--- config.mk ---
export PLATFORM = sky130hd
export DESIGN_NAME = pipeline_hazard_controller
export DESIGN_NICKNAME = d
export VERILOG_FILES = /design/src/rtl/pipeline_hazard_controller.sv
export SDC_FILE = /design/constraint.sdc
export NUM_CORES = 1
export LEC_CHECK = 0
export ABC_AREA = 0
export ABC_CLOCK_PERIOD_IN_PS = 3000
export CELL_PAD_IN_SITES_DETAIL_PLACEMENT = 1
export CELL_PAD_IN_SITES_GLOBAL_PLACEMENT = 2
export CORE_MARGIN = 4
export CORE_UTILIZATION = 28
export DETAILED_ROUTE_END_ITERATION = 10
export PLACE_DENSITY = 0.86
export SETUP_SLACK_MARGIN = 0.2
export SLEW_MARGIN = 20
export SYNTH_ARGS = -nofsm -noshare
export SYNTH_HDL_FRONTEND = slang
export SYNTH_SLANG_ARGS = --single-unit
--- constraint.sdc ---
create_clock -name clk -period 3 [get_ports clk]
set_clock_uncertainty 0.05 [all_clocks]
set_input_delay 0.6 -clock clk [delete_from_list [all_inputs] [get_ports clk]]
set_output_delay 0.6 -clock clk [all_outputs]
set_load 0.02 [all_outputs]
--- src/rtl/pipeline_hazard_controller.sv ---
// Stall/flush sequencer for the 5-stage RV32I pipeline.
// Freezes on I/D memory misses, inserts the load-use bubble, flushes on
// EX redirects, and keeps saturating performance counters.
module pipeline_hazard_controller #(
  parameter int PERF_WIDTH = 32
) (
  input  logic                  clk,
  input  logic                  rst,
  input  logic                  imem_read,
  input  logic                  imem_resp,
  input  logic                  dmem_read,
  input  logic                  dmem_write,
  input  logic                  dmem_resp,
  input  logic [4:0]            id_rs1,
  input  logic [4:0]            id_rs2,
  input  logic                  id_uses_rs1,
  input  logic                  id_uses_rs2,
  input  logic                  ex_is_load,
  input  logic [4:0]            ex_rd,
  input  logic                  ex_redirect,
  output logic                  load_pc,
  output logic                  load_if_id,
  output logic                  load_id_ex,
  output logic                  load_ex_mem,
  output logic                  load_mem_wb,
  output logic                  flush_if_id,
  output logic                  flush_id_ex,
  output logic [PERF_WIDTH-1:0] perf_mem_stall,
  output logic [PERF_WIDTH-1:0] perf_load_use,
  output logic [PERF_WIDTH-1:0] perf_redirect
);

  localparam logic [0:0] S_RUN      = 1'b0;
  localparam logic [0:0] S_MEM_WAIT = 1'b1;

  logic [0:0]            r_state;
  logic                  r_i_done;
  logic                  r_d_done;
  logic [PERF_WIDTH-1:0] r_perf_mem_stall;
  logic [PERF_WIDTH-1:0] r_perf_load_use;
  logic [PERF_WIDTH-1:0] r_perf_redirect;

  logic w_i_pend;
  logic w_d_pend;
  logic w_ready;
  logic w_lu;
  logic w_flag_clear;

  assign w_i_pend = imem_read & ~r_i_done;
  assign w_d_pend = (dmem_read | dmem_write) & ~r_d_done;
  assign w_ready  = (~w_i_pend | imem_resp) & (~w_d_pend | dmem_resp);
  assign w_lu     = ex_is_load & (ex_rd != 5'd0) &
                    ((id_uses_rs1 & (id_rs1 == ex_rd)) |
                     (id_uses_rs2 & (id_rs2 == ex_rd)));

  // Done flags are only ever set on a stalled edge, which also enters
  // MEM_WAIT, so clearing on the MEM_WAIT exit covers every advance.
  assign w_flag_clear = w_ready & (r_state == S_MEM_WAIT);

  assign perf_mem_stall = r_perf_mem_stall;
  assign perf_load_use  = r_perf_load_use;
  assign perf_redirect  = r_perf_redirect;

  // Stage enables and flush controls from readiness and hazards.
  always_comb begin
    load_pc     = 1'b0;
    load_if_id  = 1'b0;
    load_id_ex  = 1'b0;
    load_ex_mem = 1'b0;
    load_mem_wb = 1'b0;
    flush_if_id = 1'b0;
    flush_id_ex = 1'b0;
    if (!rst) begin
      flush_if_id = 1'b1;
      flush_id_ex = 1'b1;
    end else if (w_ready) begin
      if (ex_redirect) begin
        load_pc     = 1'b1;
        load_if_id  = 1'b1;
        load_id_ex  = 1'b1;
        load_ex_mem = 1'b1;
        load_mem_wb = 1'b1;
        flush_if_id = 1'b1;
        flush_id_ex = 1'b1;
      end else if (w_lu) begin
        load_id_ex  = 1'b1;
        flush_id_ex = 1'b1;
        load_ex_mem = 1'b1;
        load_mem_wb = 1'b1;
      end else begin
        load_pc     = 1'b1;
        load_if_id  = 1'b1;
        load_id_ex  = 1'b1;
        load_ex_mem = 1'b1;
        load_mem_wb = 1'b1;
      end
    end
  end

  // RUN/MEM_WAIT sequencing.
  always_ff @(posedge clk) begin
    if (!rst) begin
      r_state <= S_RUN;
    end else begin
      case (r_state)
        S_RUN:      if (!w_ready) r_state <= S_MEM_WAIT;
        S_MEM_WAIT: if (w_ready)  r_state <= S_RUN;
        default:    r_state <= S_RUN;
      endcase
    end
  end

  // Sticky per-side response flags across a freeze.
  always_ff @(posedge clk) begin
    if (!rst) begin
      r_i_done <= 1'b0;
      r_d_done <= 1'b0;
    end else if (w_flag_clear) begin
      r_i_done <= 1'b0;
      r_d_done <= 1'b0;
    end else if (!w_ready) begin
      if (imem_resp) r_i_done <= 1'b1;
      if (dmem_resp) r_d_done <= 1'b1;
    end
  end

  // Saturating performance counters.
  always_ff @(posedge clk) begin
    if (!rst) begin
      r_perf_mem_stall <= '0;
      r_perf_load_use  <= '0;
      r_perf_redirect  <= '0;
    end else if (!w_ready) begin
      if (r_perf_mem_stall != '1) r_perf_mem_stall <= r_perf_mem_stall + 1'b1;
    end else if (ex_redirect) begin
      if (r_perf_redirect != '1) r_perf_redirect <= r_perf_redirect + 1'b1;
    end else if (w_lu) begin
      if (r_perf_load_use != '1) r_perf_load_use <= r_perf_load_use + 1'b1;
    end
  end

endmodule

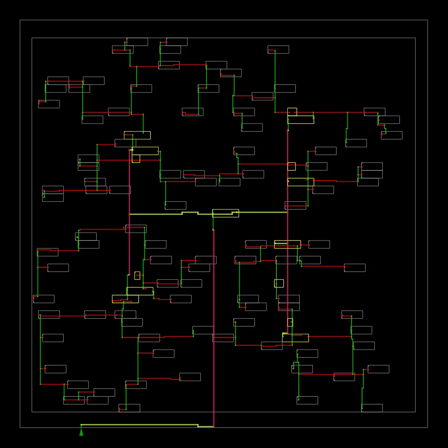
(run_1/final_clocks.png)
Latency at later pin: 340 ps
clk sinks: 99
Clock buffer cells: 9

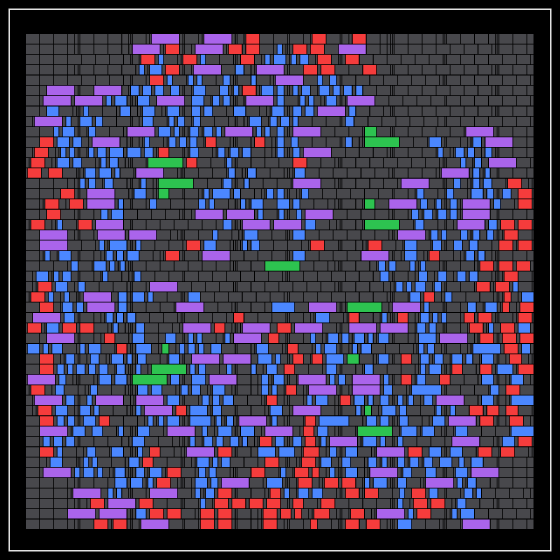
(run_1/cell_classes.png)
Fill, decap, tap and diode cells in gray.
color	class	cells	share of their area
green	clock drivers and dummy loads	15	4.0%
red	other buffers and delay cells	164	23%
purple	flip-flops	99	29%
blue	all other logic	481	44%
core region area: 0.0175 mm^2
final core occ: 0.404
design area: 0.00705 mm^2
FP Rows: 48
flop share of the area: 0.281

==> impl_metrics.tcl, run 1 <==
# place-and-route summary
set metrics [dict create \
    status "finished, final reports clean" \
    ys_cells 605 \
    fill_cells 2072 \
    whs_ps 444 \
    cts_buffers 9 \
    cts.path.max_buffers 2 \
    crit_fanout 2 \
    synth_cell_types 52 \
    grt_max_degree 83 \
    ys.flops 99 \
    p_sw_mw 0.655 \
    cts_setup_buffers 1 \
    port_buffers 128 \
    cts_tree "built" \
    synthCells 605 \
    flop_cell "dfxtp_1" \
    wl_per_cell_um 16.9 \
    ff2ff_setup_slack_ps 590 \
    routed_wl_mm 16.6 \
    synthesis.area_mm2 0.00505 \
    setup_violations 0 \
    path_cells "clkdlybuf4s50_1, xnor2_1, nand4_1, o22ai_4, nand2_2, o21a_1, buf_6" \
    critPathBufInv 2 \
    fa_ha_area_frac 0.00744 \
    antenna_found_initial 0 \
    top_area_cell "dfxtp_1" \
    place_ws_ps -426 \
    logic_area_mm2 0.00294 \
    grt_setup_unrepaired "false" \
    yosys_warnings 0 \
    leakage_nw 2.31 \
    vias_per_cell 5.20 \
    die_x_um 142 \
    dr.pass1.iters 5 \
    lay_top_count "clkdlybuf4s50_1" \
    place_hpwl_mm 12.4 \
    hold_viol_final 0 \
    cts_hold_buf 0 \
    setup_tns_ps 0 \
    top_cells_by_count "dfxtp_1 (99), nand2_1 (68), nor2_1 (59)" \
    grt_pass1_vias 5452 \
    regArea_mm2 0.00198 \
    fp_util 0.289 \
    vias 5118 \
    max_cap_viol_count 0 \
    top_area_cell_class "multi-input combinational cells" \
    nNetsFinal 784 \
    topCellsByArea "dfxtp_1 (39%), xnor2_1 (5.7%), nand2_1 (5.1%)" \
    cp_top_family "buffers and inverters" \
    chip_area_mm2 0.0202 \
    mux_share 0.0179 \
    final_cell_mix "clkdlybuf4s50_1 (116), dfxtp_1 (99), nand2_1 (67)" \
    total_power_mw 2.64 \
    max_stage_delay_ps 490 \
    crit_type "primary input to output port" \
    synth.most_common_cell "dfxtp_1" \
    post-route-period-util 0.911 \
    ys_sh_xor 0.0868 \
    yosys.area_share.simple 0.338 \
    die_y_um 142 \
    min_path_type "flop to flop" \
    grt_pass1_wl_mm 27.4 \
    ant_nets 0 \
    required_ps 2350 \
    maxPowerGroup "registers" \
    h-tree-depth 3 \
    edf_count 0 \
    ys_area_mm2 0.00505 \
    fmax_mhz 366 \
    syn_to_final_growth_pct 39.8 \
    top_cell_area_share 0.393 \
    grtUsageTotal 0.164 \
    floorplan.nets 634 \
    clk_share 0.0380 \
    endpoint_kind "output port" \
    inverters_excl_clock 14 \
    io_pins 129 \
    route.detailed.drc 0 \
    p_int_mw 1.98 \
    p_comb_frac 0.084 \
    clk_pin_slew_ps 70 \
    async_reset_ff_frac 0 \
    post_cts_resized 40 \
    finalMaxSlewViolations 0 \
    cp.arrival_ps 2080 \
    cts_root_buf "clkbuf_16" \
    synthAoiAreaFrac 0.124 \
    pg_clk_mw 1.09 \
    comb_power_mw 0.223 \
    signal_buffers 164 \
    n_tap_cell 225 \
    logic_gates 467 \
    clkPwrFrac 0.411 \
    overflow 0 \
    powerDensity_mw_per_mm2 374 \
    pwr-share-seq 0.505 \
    pg_seq_mw 1.33 \
    vdd_drop_max_uv 317 \
    gp_congestion 0.835 \
    seq_cells 99 \
    dp.cells 968 \
]
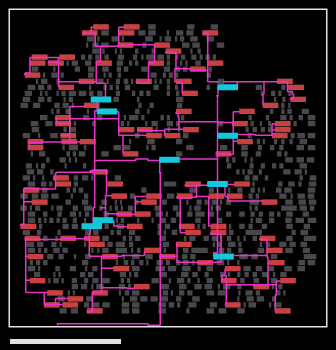
(run_1/clock_map.png)
The bar under the picture is 50 um long.
[red] flip-flops | count: 99
[magenta] clock wires | length: 1430 um
[cyan] cells driving clock nets | count: 9
flops lie	spread over the die
routed clock nets	10

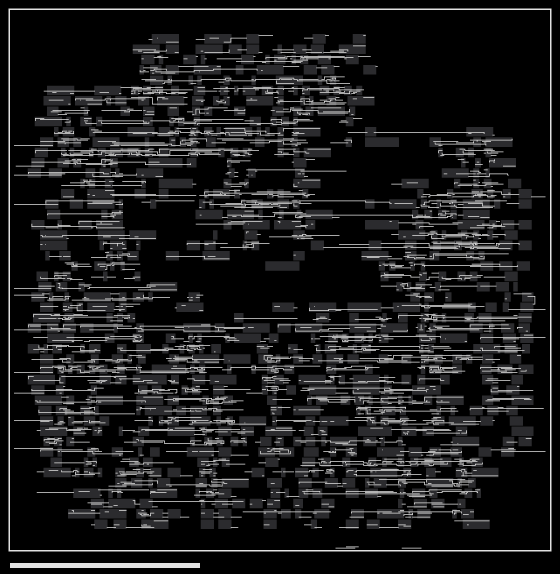
(run_1/met1.png)
The bar under the picture is 50 um long.
nets with wire on the layer	712
longest straight run	30.4 um
wire length on this layer	6990 um
share of all routed wire	42%
main direction	horizontal

-- run 1: worst paths after layout --
| kind | startpoint | end | depth (start not counted) |
|---|---|---|---|
| min reg2reg | perf_load_use[13] | perf_load_use[13] | 2 |
| max | id_rs1[4] | load_if_id | 7 |
| max reg2reg | perf_load_use[11] | perf_load_use[27] | 7 |
| min | perf_load_use[13] | perf_load_use[13] | 2 |
-- run 1: flip-flops by register name, indices dropped and copies added, names as in the netlist --
| register | flops |
|---|---|
| r_i_done | 1 |
| r_d_done | 1 |
| perf_load_use | 32 |
| perf_redirect | 32 |
| r_state | 1 |
| perf_mem_stall | 32 |
-- run 1: routing by layer --
layer,up-vias,GRT usage,wire length [um]
li1,2511,-,-
met1,2495,0.192,6990
met5,-,0,0
met3,16,0.0302,775
met2,96,0.298,8550
met4,0,0.0561,271
--- run 2 (diff from run 1) ---
- CORE_MARGIN: 4 -> 8
- CTS_CLUSTER_SIZE: default -> 28
==> run 2 against run 1 <==
  * Core utilization shrank 0.96 points
  * Design area shrank 0.35%
  * Wire length grew 1.5%
  * Worst setup slack gained 24 ps
  * Critical path type unchanged
  * Critical endpoint is now load_pc
  * Largest power group unchanged
==> impl_metrics.tcl, run 2 <==
# place-and-route summary
set metrics [dict create \
    status "finished, final reports clean" \
    top_logic_kind "simple AND/OR/NAND/NOR gates" \
    synthCells 605 \
    sh_comb_area 0.416 \
    cts_root_buf "clkbuf_16" \
    comb_power_mw 0.214 \
    top_area_cell_class "multi-input combinational cells" \
    maxPowerGroup "registers" \
    path_cells "clkdlybuf4s50_1, xnor2_1, nand4_1, o22ai_4, nand2_1, o21a_1, buf_4" \
    logic_area_mm2 0.00292 \
    dr.pass1.iters 4 \
    p_comb_frac 0.079 \
    io_pins 129 \
    ys_area_mm2 0.00505 \
    synthAoiAreaFrac 0.124 \
    antenna_found_initial 0 \
    top_cell_area_share 0.393 \
    rows 49 \
    worst_pin_slew_ps 908 \
    bufAreaShareNonClock 0.213 \
    powerDensity_mw_per_mm2 385 \
    edf_count 0 \
    use_met1 0.173 \
    flop_cell "dfxtp_1" \
    coreArea_mm2 0.0178 \
    postPlaceCellArea_mm2 0.00672 \
    lay_top_count "clkdlybuf4s50_1" \
    max_cap_viol_count 0 \
    relSlewSlack 0.395 \
    clock-sinks 99 \
    pwr-share-seq 0.493 \
    clk_pin_slew_ps 70 \
    grt_pass1_wl_mm 27.7 \
    syn_to_final_growth_pct 39.3 \
    clk_share 0.0404 \
    die_y_um 150 \
    h-tree-depth 3 \
    n_tap_cell 229 \
    port_buffers 128 \
    required_ps 2350 \
    endpoint_kind "output port" \
    max_stage_delay_ps 480 \
    critPathBufInv 2 \
    hold_viol_final 0 \
    finalMaxSlewViolations 0 \
    crit_start "id_rs1[3]" \
    fmax_mhz 369 \
    diodes 0 \
    worst_setup_path_start_kind "primary input" \
    pg_seq_mw 1.33 \
    seq_cells 99 \
    nClkBuffers 10 \
    insertion_delay_ps 350 \
    mux_share 0.0179 \
    cts_hold_buf 0 \
    final_cell_mix "clkdlybuf4s50_1 (113), dfxtp_1 (99), nand2_1 (68)" \
    chip_area_mm2 0.0226 \
    finalCriticalPeriod_ps 2710 \
    clkPwrFrac 0.428 \
    top_cells_by_count "dfxtp_1 (99), nand2_1 (68), nor2_1 (59)" \
    warnings 27 \
    post-route-period-util 0.903 \
    total_power_mw 2.70 \
    syn_avg_cell_area_um2 8.34 \
    leakage_nw 2.33 \
    grt_pass1_vias 5503 \
    grt_setup_unrepaired "false" \
    synthesis.area_mm2 0.00505 \
    logic_gates 467 \
    cts_tree "built" \
    grtUsageTotal 0.151 \
    crit_fanout 2 \
    gp_congestion 0.867 \
    drive_above_1_share 0.0968 \
    fa_ha_area_frac 0.00744 \
    ys_sh_xor 0.0868 \
    nNetsFinal 779 \
    met2_length_mm 8.15 \
    cts_buffers 9 \
    yosys.area_share.simple 0.338 \
    drt-initial-drc-count 176 \
    pg_clk_mw 1.16 \
    cp.arrival_ps 2060 \
    die_x_um 150 \
    cts.path.max_buffers 2 \
    synth_cell_types 52 \
    p_sw_mw 0.645 \
    crit_type "primary input to output port" \
    async_reset_ff_frac 0 \
    topCellsByArea "dfxtp_1 (39%), xnor2_1 (5.7%), nand2_1 (5.1%)" \
    ys_seq_share 0.393 \
    grt_max_degree 83 \
    overflow 0 \
    fp_util 0.283 \
    ys.flops 99 \
    grt_busiest_layer "met2" \
    setup_violations 0 \
    fill_cells 2097 \
    r2r-start "perf_load_use[11]" \
    inverters_excl_clock 14 \
    yosys_warnings 0 \
    wl_per_cell_um 17.1 \
    route.detailed.drc 0 \
    stdcell_area_mm2 0.00703 \
    ant_nets 0 \
    top_area_cell "dfxtp_1" \
    crit_slowest_cell "clkdlybuf4s50_1" \
    regArea_mm2 0.00198 \
    grt_use_met3 0.0439 \
    min_from "perf_load_use[13]" \
    drt-met1-wl_mm 7.49 \
    signal_buffers 159 \
    cp_top_family "buffers and inverters" \
    place_hpwl_mm 12.8 \
    top_layer_used "met4" \
    min_path_type "flop to flop" \
    met3_length_mm 1.03 \
    synth.most_common_cell "dfxtp_1" \
    vdd_drop_max_uv 235 \
    ys_cells 605 \
    switching_share 0.238 \
    floorplan.nets 634 \
    vias_per_cell 5.21 \
    seq-cell-share 0.282 \
    grt.met2_usage 0.267 \
    p_int_mw 2.06 \
]
[run 2: metrics by stage]
step / worst slack [ps] / util / hold WS (ps) / TNS (ps) / instances
2_1_floorplan: 465 / - / 430 / 0 / 605
3_3_place_gp: -224 / 0.377 / 426 / -1270 / 966
3_5_place_dp: -290 / 0.377 / 430 / -1950 / 966
4_1_cts: 188 / 0.393 / 449 / 0 / 983
5_1_grt: 226 / 0.394 / 466 / 0 / 983
6_report: 292 / 0.394 / 446 / 0 / 983
[run 2: final timing paths]
check,cells past startpoint,slack [ps],to
worst max-delay path,7,290,load_pc
worst min-delay path,2,450,perf_load_use[13]
worst max register to register,7,540,perf_load_use[25]
worst min register to register,2,450,perf_load_use[13]
[run 2: what timing repair did]
action	4_1_cts	5_1_grt
endpoints found under the setup margin	7	11
setup buffers	2	0
resized	39	6
pin swaps	8	2
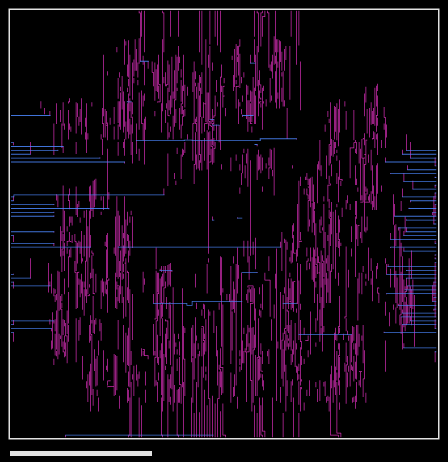
(run_2/metal_stack.png)
The bar under the picture is 50 um long. Only two layers are drawn.
color	layer	wire length
blue	met3	1030 um
magenta	met2	8150 um

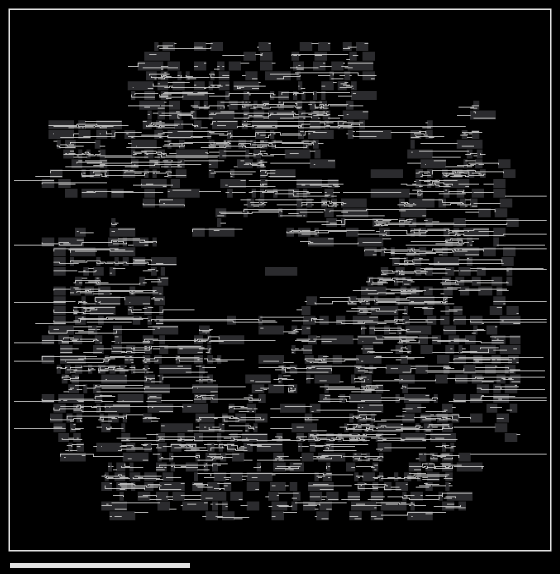
(run_2/met1.png)
The bar under the picture is 50 um long.
share of all routed wire	44%
main direction	horizontal
longest straight run	35.9 um
wire length on this layer	7490 um
nets with wire on the layer	706
via count: 5125
drt total wl: 16.8 mm

Power and IR drop assume default switching activity.
